`config.mk`:
```
export PLATFORM = sky130hd
export DESIGN_NAME = axi_led_regs
export DESIGN_NICKNAME = d
export VERILOG_FILES = /design/src/rtl/axi_led_regs.sv
export SDC_FILE = /design/constraint.sdc
export NUM_CORES = 1
export LEC_CHECK = 0
export CAP_MARGIN = 20
export CELL_PAD_IN_SITES_DETAIL_PLACEMENT = 0
export CELL_PAD_IN_SITES_GLOBAL_PLACEMENT = 2
export CORE_MARGIN = 2
export CORE_UTILIZATION = 30
export CTS_CLUSTER_DIAMETER = 40
export CTS_CLUSTER_SIZE = 16
export DETAILED_ROUTE_END_ITERATION = 16
export GPL_TIMING_DRIVEN = 0
export PLACE_DENSITY = 0.79
export SYNTH_ARGS = -nofsm -noshare
export SYNTH_HDL_FRONTEND = slang
export SYNTH_SLANG_ARGS = --single-unit
export TNS_END_PERCENT = 30
```
`constraint.sdc`:
```
create_clock -name i_clk -period 9.5 [get_ports i_clk]
set_input_delay 1.9 -clock i_clk [delete_from_list [all_inputs] [get_ports i_clk]]
set_output_delay 1.9 -clock i_clk [all_outputs]
set_load 0.05 [all_outputs]
```
`src/rtl/axi_led_regs.sv`:
```
// axi_led_regs: AXI3 slave with LED, blink mask, blink divider and ID regs.
// Ports: i_clk, i_rst (async, active-low), AXI3 AW/W/B/AR/R, o_led[7:0].
module axi_led_regs #(
  parameter int          ADDR_W   = 32,
  parameter int          ID_W     = 12,
  parameter logic [31:0] BLOCK_ID = 32'h4C454438
) (
  input  logic              i_clk,
  input  logic              i_rst,
  input  logic [ID_W-1:0]   i_axi_awid,
  input  logic [ADDR_W-1:0] i_axi_awaddr,
  input  logic [3:0]        i_axi_awlen,
  input  logic [1:0]        i_axi_awburst,
  input  logic              i_axi_awvalid,
  output logic              o_axi_awready,
  input  logic [31:0]       i_axi_wdata,
  input  logic [3:0]        i_axi_wstrb,
  input  logic              i_axi_wlast,
  input  logic              i_axi_wvalid,
  output logic              o_axi_wready,
  output logic [ID_W-1:0]   o_axi_bid,
  output logic [1:0]        o_axi_bresp,
  output logic              o_axi_bvalid,
  input  logic              i_axi_bready,
  input  logic [ID_W-1:0]   i_axi_arid,
  input  logic [ADDR_W-1:0] i_axi_araddr,
  input  logic [3:0]        i_axi_arlen,
  input  logic [1:0]        i_axi_arburst,
  input  logic              i_axi_arvalid,
  output logic              o_axi_arready,
  output logic [ID_W-1:0]   o_axi_rid,
  output logic [31:0]       o_axi_rdata,
  output logic [1:0]        o_axi_rresp,
  output logic              o_axi_rlast,
  output logic              o_axi_rvalid,
  input  logic              i_axi_rready,
  output logic [7:0]        o_led
);

  typedef enum logic [1:0] {W_IDLE, W_DATA, W_RESP} wstate_e;
  typedef enum logic {R_IDLE, R_DATA} rstate_e;

  // Holds the address channels off for the first cycle out of reset.
  logic rdy_q;

  wstate_e ws_q, ws_d;
  logic [ID_W-1:0]   bid_q;
  logic [ADDR_W-1:0] waddr_q;
  logic [3:0]        wlen_q, wcnt_q;
  logic              wfix_q, werr_q;

  rstate_e rs_q, rs_d;
  logic [ID_W-1:0]   rid_q;
  logic [ADDR_W-1:0] raddr_q;
  logic [3:0]        rlen_q, rcnt_q;
  logic              rfix_q, rwrap_q;
  logic [31:0]       rdata_q;
  logic [1:0]        rresp_q;
  logic              rlast_q;

  logic [7:0]  led_q, mask_q, oled_q;
  logic [31:0] div_q, cnt_q;
  logic        phase_q;

  logic aw_hs, w_hs, w_last, w_inr;
  logic we_led, we_mask, we_div;
  logic ar_hs, r_hs;
  logic [ADDR_W-1:0] ld_addr, ld_next;
  logic              ld_inr, ld_wrap, ld_fix;
  logic [31:0]       rd_data;
  logic [1:0]        rd_resp;
  logic              unused_ok;

  assign o_axi_awready = rdy_q && (ws_q == W_IDLE);
  assign o_axi_wready  = (ws_q == W_DATA);
  assign o_axi_bvalid  = (ws_q == W_RESP);
  assign o_axi_bid     = bid_q;
  assign o_axi_bresp   = {werr_q, 1'b0};

  assign o_axi_arready = rdy_q && (rs_q == R_IDLE);
  assign o_axi_rvalid  = (rs_q == R_DATA);
  assign o_axi_rid     = rid_q;
  assign o_axi_rdata   = rdata_q;
  assign o_axi_rresp   = rresp_q;
  assign o_axi_rlast   = rlast_q;
  assign o_led         = oled_q;

  assign aw_hs  = i_axi_awvalid && o_axi_awready;
  assign w_hs   = i_axi_wvalid && o_axi_wready;
  assign w_last = (wcnt_q == wlen_q);
  assign w_inr  = ~|waddr_q[ADDR_W-1:4];
  assign we_led  = w_hs && w_inr && (waddr_q[3:2] == 2'd0);
  assign we_mask = w_hs && w_inr && (waddr_q[3:2] == 2'd1);
  assign we_div  = w_hs && w_inr && (waddr_q[3:2] == 2'd2);

  assign ar_hs = i_axi_arvalid && o_axi_arready;
  assign r_hs  = o_axi_rvalid && i_axi_rready;

  assign unused_ok = ^{waddr_q[1:0], ld_addr[1:0]};

  always_comb begin
    ws_d = ws_q;
    unique case (ws_q)
      W_IDLE: if (aw_hs) ws_d = W_DATA;
      W_DATA: if (w_hs && w_last) ws_d = W_RESP;
      W_RESP: if (i_axi_bready) ws_d = W_IDLE;
      default: ws_d = W_IDLE;
    endcase
  end

  always_comb begin
    rs_d = rs_q;
    unique case (rs_q)
      R_IDLE: if (ar_hs) rs_d = R_DATA;
      R_DATA: if (r_hs && rlast_q) rs_d = R_IDLE;
      default: rs_d = R_IDLE;
    endcase
  end

  // Beat 0 loads straight from the AR channel; later beats from raddr_q.
  always_comb begin
    ld_addr = (rs_q == R_IDLE) ? i_axi_araddr : raddr_q;
    ld_wrap = (rs_q == R_IDLE) ? (i_axi_arburst == 2'b10) : rwrap_q;
    ld_fix  = (rs_q == R_IDLE) ? (i_axi_arburst == 2'b00) : rfix_q;
    ld_next = ld_fix ? ld_addr : ld_addr + ADDR_W'(4);
    ld_inr  = ~|ld_addr[ADDR_W-1:4];
    rd_data = '0;
    if (ld_inr) begin
      unique case (ld_addr[3:2])
        2'd0: rd_data = {24'd0, led_q};
        2'd1: rd_data = {24'd0, mask_q};
        2'd2: rd_data = div_q;
        2'd3: rd_data = BLOCK_ID;
        default: rd_data = '0;
      endcase
    end
    rd_resp = (!ld_inr || ld_wrap) ? 2'b10 : 2'b00;
  end

  always_ff @(posedge i_clk or negedge i_rst) begin
    if (!i_rst) begin
      rdy_q   <= 1'b0;
      ws_q    <= W_IDLE;
      rs_q    <= R_IDLE;
      bid_q   <= '0;
      waddr_q <= '0;
      wlen_q  <= '0;
      wcnt_q  <= '0;
      wfix_q  <= 1'b0;
      werr_q  <= 1'b0;
    end else begin
      rdy_q <= 1'b1;
      ws_q  <= ws_d;
      rs_q  <= rs_d;
      if (aw_hs) begin
        bid_q   <= i_axi_awid;
        waddr_q <= i_axi_awaddr;
        wlen_q  <= i_axi_awlen;
        wcnt_q  <= '0;
        wfix_q  <= (i_axi_awburst == 2'b00);
        werr_q  <= (i_axi_awburst == 2'b10);
      end else if (w_hs) begin
        wcnt_q <= wcnt_q + 4'd1;
        if (!wfix_q) waddr_q <= waddr_q + ADDR_W'(4);
        if (!w_inr || (i_axi_wlast != w_last)) werr_q <= 1'b1;
      end
    end
  end

  always_ff @(posedge i_clk or negedge i_rst) begin
    if (!i_rst) begin
      rid_q   <= '0;
      raddr_q <= '0;
      rlen_q  <= '0;
      rcnt_q  <= '0;
      rfix_q  <= 1'b0;
      rwrap_q <= 1'b0;
      rdata_q <= '0;
      rresp_q <= '0;
      rlast_q <= 1'b0;
    end else if (ar_hs) begin
      rid_q   <= i_axi_arid;
      rlen_q  <= i_axi_arlen;
      rcnt_q  <= '0;
      rfix_q  <= ld_fix;
      rwrap_q <= ld_wrap;
      raddr_q <= ld_next;
      rdata_q <= rd_data;
      rresp_q <= rd_resp;
      rlast_q <= (i_axi_arlen == 4'd0);
    end else if (r_hs && !rlast_q) begin
      rcnt_q  <= rcnt_q + 4'd1;
      raddr_q <= ld_next;
      rdata_q <= rd_data;
      rresp_q <= rd_resp;
      rlast_q <= (rcnt_q + 4'd1 == rlen_q);
    end
  end

  always_ff @(posedge i_clk or negedge i_rst) begin
    if (!i_rst) begin
      led_q   <= '0;
      mask_q  <= '0;
      div_q   <= '0;
      cnt_q   <= '0;
      phase_q <= 1'b0;
      oled_q  <= '0;
    end else begin
      if (we_led && i_axi_wstrb[0]) led_q <= i_axi_wdata[7:0];
      if (we_mask && i_axi_wstrb[0]) mask_q <= i_axi_wdata[7:0];
      if (we_div) begin
        for (int b = 0; b < 4; b++) begin
          if (i_axi_wstrb[b]) div_q[8*b +: 8] <= i_axi_wdata[8*b +: 8];
        end
      end
      if (we_div || (div_q == 32'd0)) begin
        cnt_q   <= '0;
        phase_q <= 1'b0;
      end else if (cnt_q == div_q - 32'd1) begin
        cnt_q   <= '0;
        phase_q <= ~phase_q;
      end else begin
        cnt_q <= cnt_q + 32'd1;
      end
      oled_q <= led_q ^ (mask_q & {8{phase_q}});
    end
  end

endmodule

```
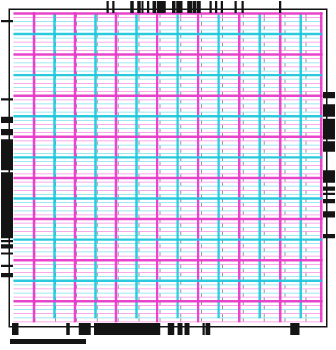
*Supply network*
The bar under the picture is 50 µm long. Pins as bars on the die edge. Tap cells in grey.
[VSS] magenta
[VDD] cyan
rows: 75
signal pins: 218
met5 straps: 15
tap cells: 539
met1 rails: 76
maximum resistive drop on vdd: 0.148 mV
Core Box Area: 41700 µm²
Die Y: 209 µm

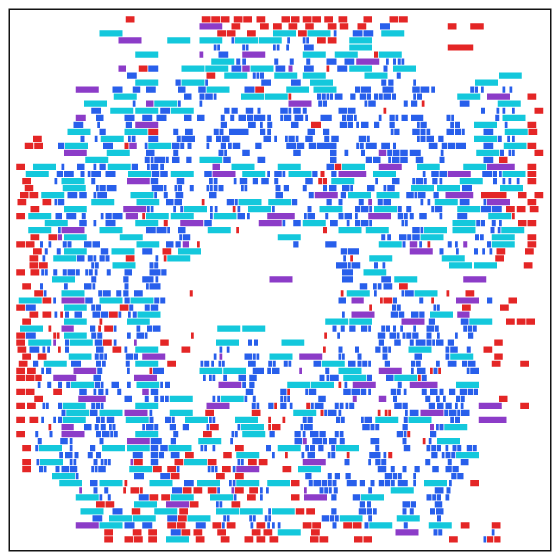
*Cell classes on the final placement*
[remaining logic cells] blue | cells: 1041
[remaining buffers and delay cells] red | cells: 279
[clock drivers and dummy loads] purple | cells: 86
[registers] cyan | cells: 231

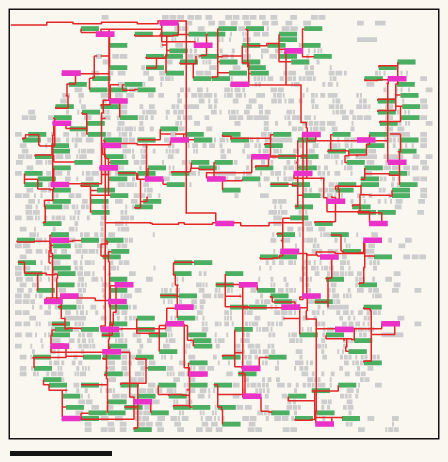
*Clock distribution*
The bar under the picture is 50 µm long.
[clock-net drivers] magenta | count: 47
[flip-flops] green | count: 231
[clock wires] red | length: 3930 µm
flops lie: widely spread
routed clock nets: 48

==> summary.txt <==
yosys + openroad results -> status finished, final reports clean, top cell type by total area after synthesis sky130_fd_sc_hd__dfrtp_1, post-synth area from yosys stat 12600 µm², beginning of the worst hold path o_axi_rdata[9], final setup fails 0, initial standard-cell utilization of the core 0.303, Syn-to-layout area delta 35.5%, residual antenna-violating net count after detailed routing 0, logic share of the area 0.379, part of the power in combinational logic 0.303, clock-cell share of area 0.0949, worst slack at placement 4.15 ns, most used standard cells in the synthesized netlist 231 x sky130_fd_sc_hd__dfrtp_1, 203 x sky130_fd_sc_hd__nand2_1, 96 x sky130_fd_sc_hd__nor2_1, aggregate global-route resource usage 0.186, chip footprint around 44000 µm², cells along the critical path clkbuf_1 > buf_2 > buf_1 > buf_1 > mux2_2 > ha_1 > buf_1 > nor3b_1 > clkbuf_1 > nand3_1 > nand2_1, Sink Count 231, hpwl dp about 29000 µm, EDFF count, synth 0, library cell with the highest instance count after synthesis sky130_fd_sc_hd__dfrtp_1, kind of capture point of the worst setup path register, utilization after layout 0.410, Clk Latency, worst-skew pair 0.56 ns, net switching fraction of the power 0.364, count of boundary I/O pins 218, flip-flops around 230, last element of the critical path o_axi_rdata[19], number of warnings the tools reported 36, number of vias per cell after detailed routing 4.95, router iterations before antenna repair 4, unrepaired setup endpoints after global routing false, CP startpoint o_axi_rvalid, flip-flop and latch count after synthesis roughly 230, detailed-route DRC error count 0, tap cell instance count around 540, # nets final 1756, delay contributed by the slowest stage of the critical path 0.88 ns, CP Max Fanout 10, worst reg2reg path startpoint o_axi_rvalid, vias in the first global route 11370, Data buffer area share 0.144, destination of the worst register-to-register timing path o_axi_rdata[19], Slew HR 0.338, final hold viol count 0, count of buffers inserted at the top-level ports 211, Internal Pwr Total ~2900 µW, most common cell type on the critical path sky130_fd_sc_hd__buf_1, Antenna Cells 1, antenna violations before repair 3, number of H-tree levels 2, layout inverter count without the clock tree 18, Final Wtd Congestion 0.846, clock buf count 60, tally of unique sky130hd cells used after synthesis 64, end point of the worst hold path o_axi_rdata[9], pwr/cell area approximately 260 nW/µm², proportion of netlist area held by the largest area contributor 0.459, number of gates on the worst path with buffers counted 11, combined flip-flop and latch cell area 5780 µm², Syn. warnings 0, mi-comb count 1023, setup TNS 0 ns, standard-cell row count 75, part of the total power dissipated in the clock network 0.378, Post-CTS Setup Inserts 0, Total Routed Length about 40000 µm, horizontal extent of the die roughly 210 µm, transition time of the tightest slew-check pin 0.991 ns, post-cts gate resize count 0, Iter 0 DRT Violations around 630, GRT overflow 0, Avg WL per Cell 18.3 µm, highest clock frequency the design can meet 0.199 GHz, yosys cell count 1336, root buffer cell sky130_fd_sc_hd__clkbuf_16, fraction of layout instances using a drive strength above 1 0.114, sequential cell area share 0.338, sort of element at the start of the critical path register, number of non-clock buffers in the layout 279, total leakage power 0.00726 µW, biggest area cells sky130_fd_sc_hd__dfrtp_1 46%, sky130_fd_sc_hd__mux2_2 6.3%, sky130_fd_sc_hd__nand2_1 6.0%, cell family contributing the most delay on the critical path buffers and inverters, # fillers 4174, number of buffers created by CTS 47, clock transition at the registers of the reported paths about 0.060 ns, most area-hungry cell class in the final design logic gates, Final Skew 0.0177 ns, cts-stage hold buffer count 0, async set-or-reset flop fraction in the synthesized netlist 1.00
[layer usage]
metal / GRT usage / wire length [µm] / up-vias
li1: - / - / 5264
met1: 0.251 / 18600 / 5207
met2: 0.298 / 18300 / 240
met3: 0.0392 / 1970 / 64
met4: 0.0616 / 948 / 4
met5: 0 / 27 / -
[logic make-up after synthesis]
family	after synthesis	synth area share
simple gates	561	0.220
flops	231	0.459
compound gates	215	0.104
xor+xnor	143	0.0993
mux	89	0.0776
buf+inv	83	0.0279
fa+ha+maj	12	0.0119
other cells	2	0.000596
[placed cells by master, fill, tap and decap left out, drive strengths merged, types with 8 or more instances in the layout]
master,netlist,final
nand3,82,82
nor3b,8,8
nor2b,18,18
o21ai,75,75
inv,18,25
mux2,70,70
o22ai,24,24
nand3b,11,11
a22oi,10,10
and2,9,9
xor2,68,68
a21oi,55,55
clkinv,0,10
nor3,23,23
nor2,96,96
clkdlybuf4s50,0,210
nor4,31,31
dfrtp,231,231
ha,12,12
clkbuf,43,103
xnor2,75,75
or4,9,9
nand2,203,203
nand4,25,25
and3,22,22
mux2i,19,19
buf,22,26
[metrics by stage]
stage                     instances  cell area, µm²  power [µW]
after floorplan                1337           12600        2280
after global routing           2176           17100        4740
after detailed placement       2090           15500        2810
after global placement         2087           15400        2800
after CTS                      2176           17100        4550
final                          2177           17100        4490
[power by group through the flow]
| stage | Combinational, µW | Clock, µW | Sequential, µW |
|---|---|---|---|
| 5_1_grt | 1490 | 1790 | 1470 |
| 3_5_place_dp | 1370 | 0 | 1440 |
| 2_1_floorplan | 697 | 0 | 1580 |
| 6_report | 1360 | 1690 | 1430 |
| 3_3_place_gp | 1360 | 0 | 1440 |
| 4_1_cts | 1380 | 1740 | 1430 |
No activity file was given, so power comes from the tool's default toggle rates.
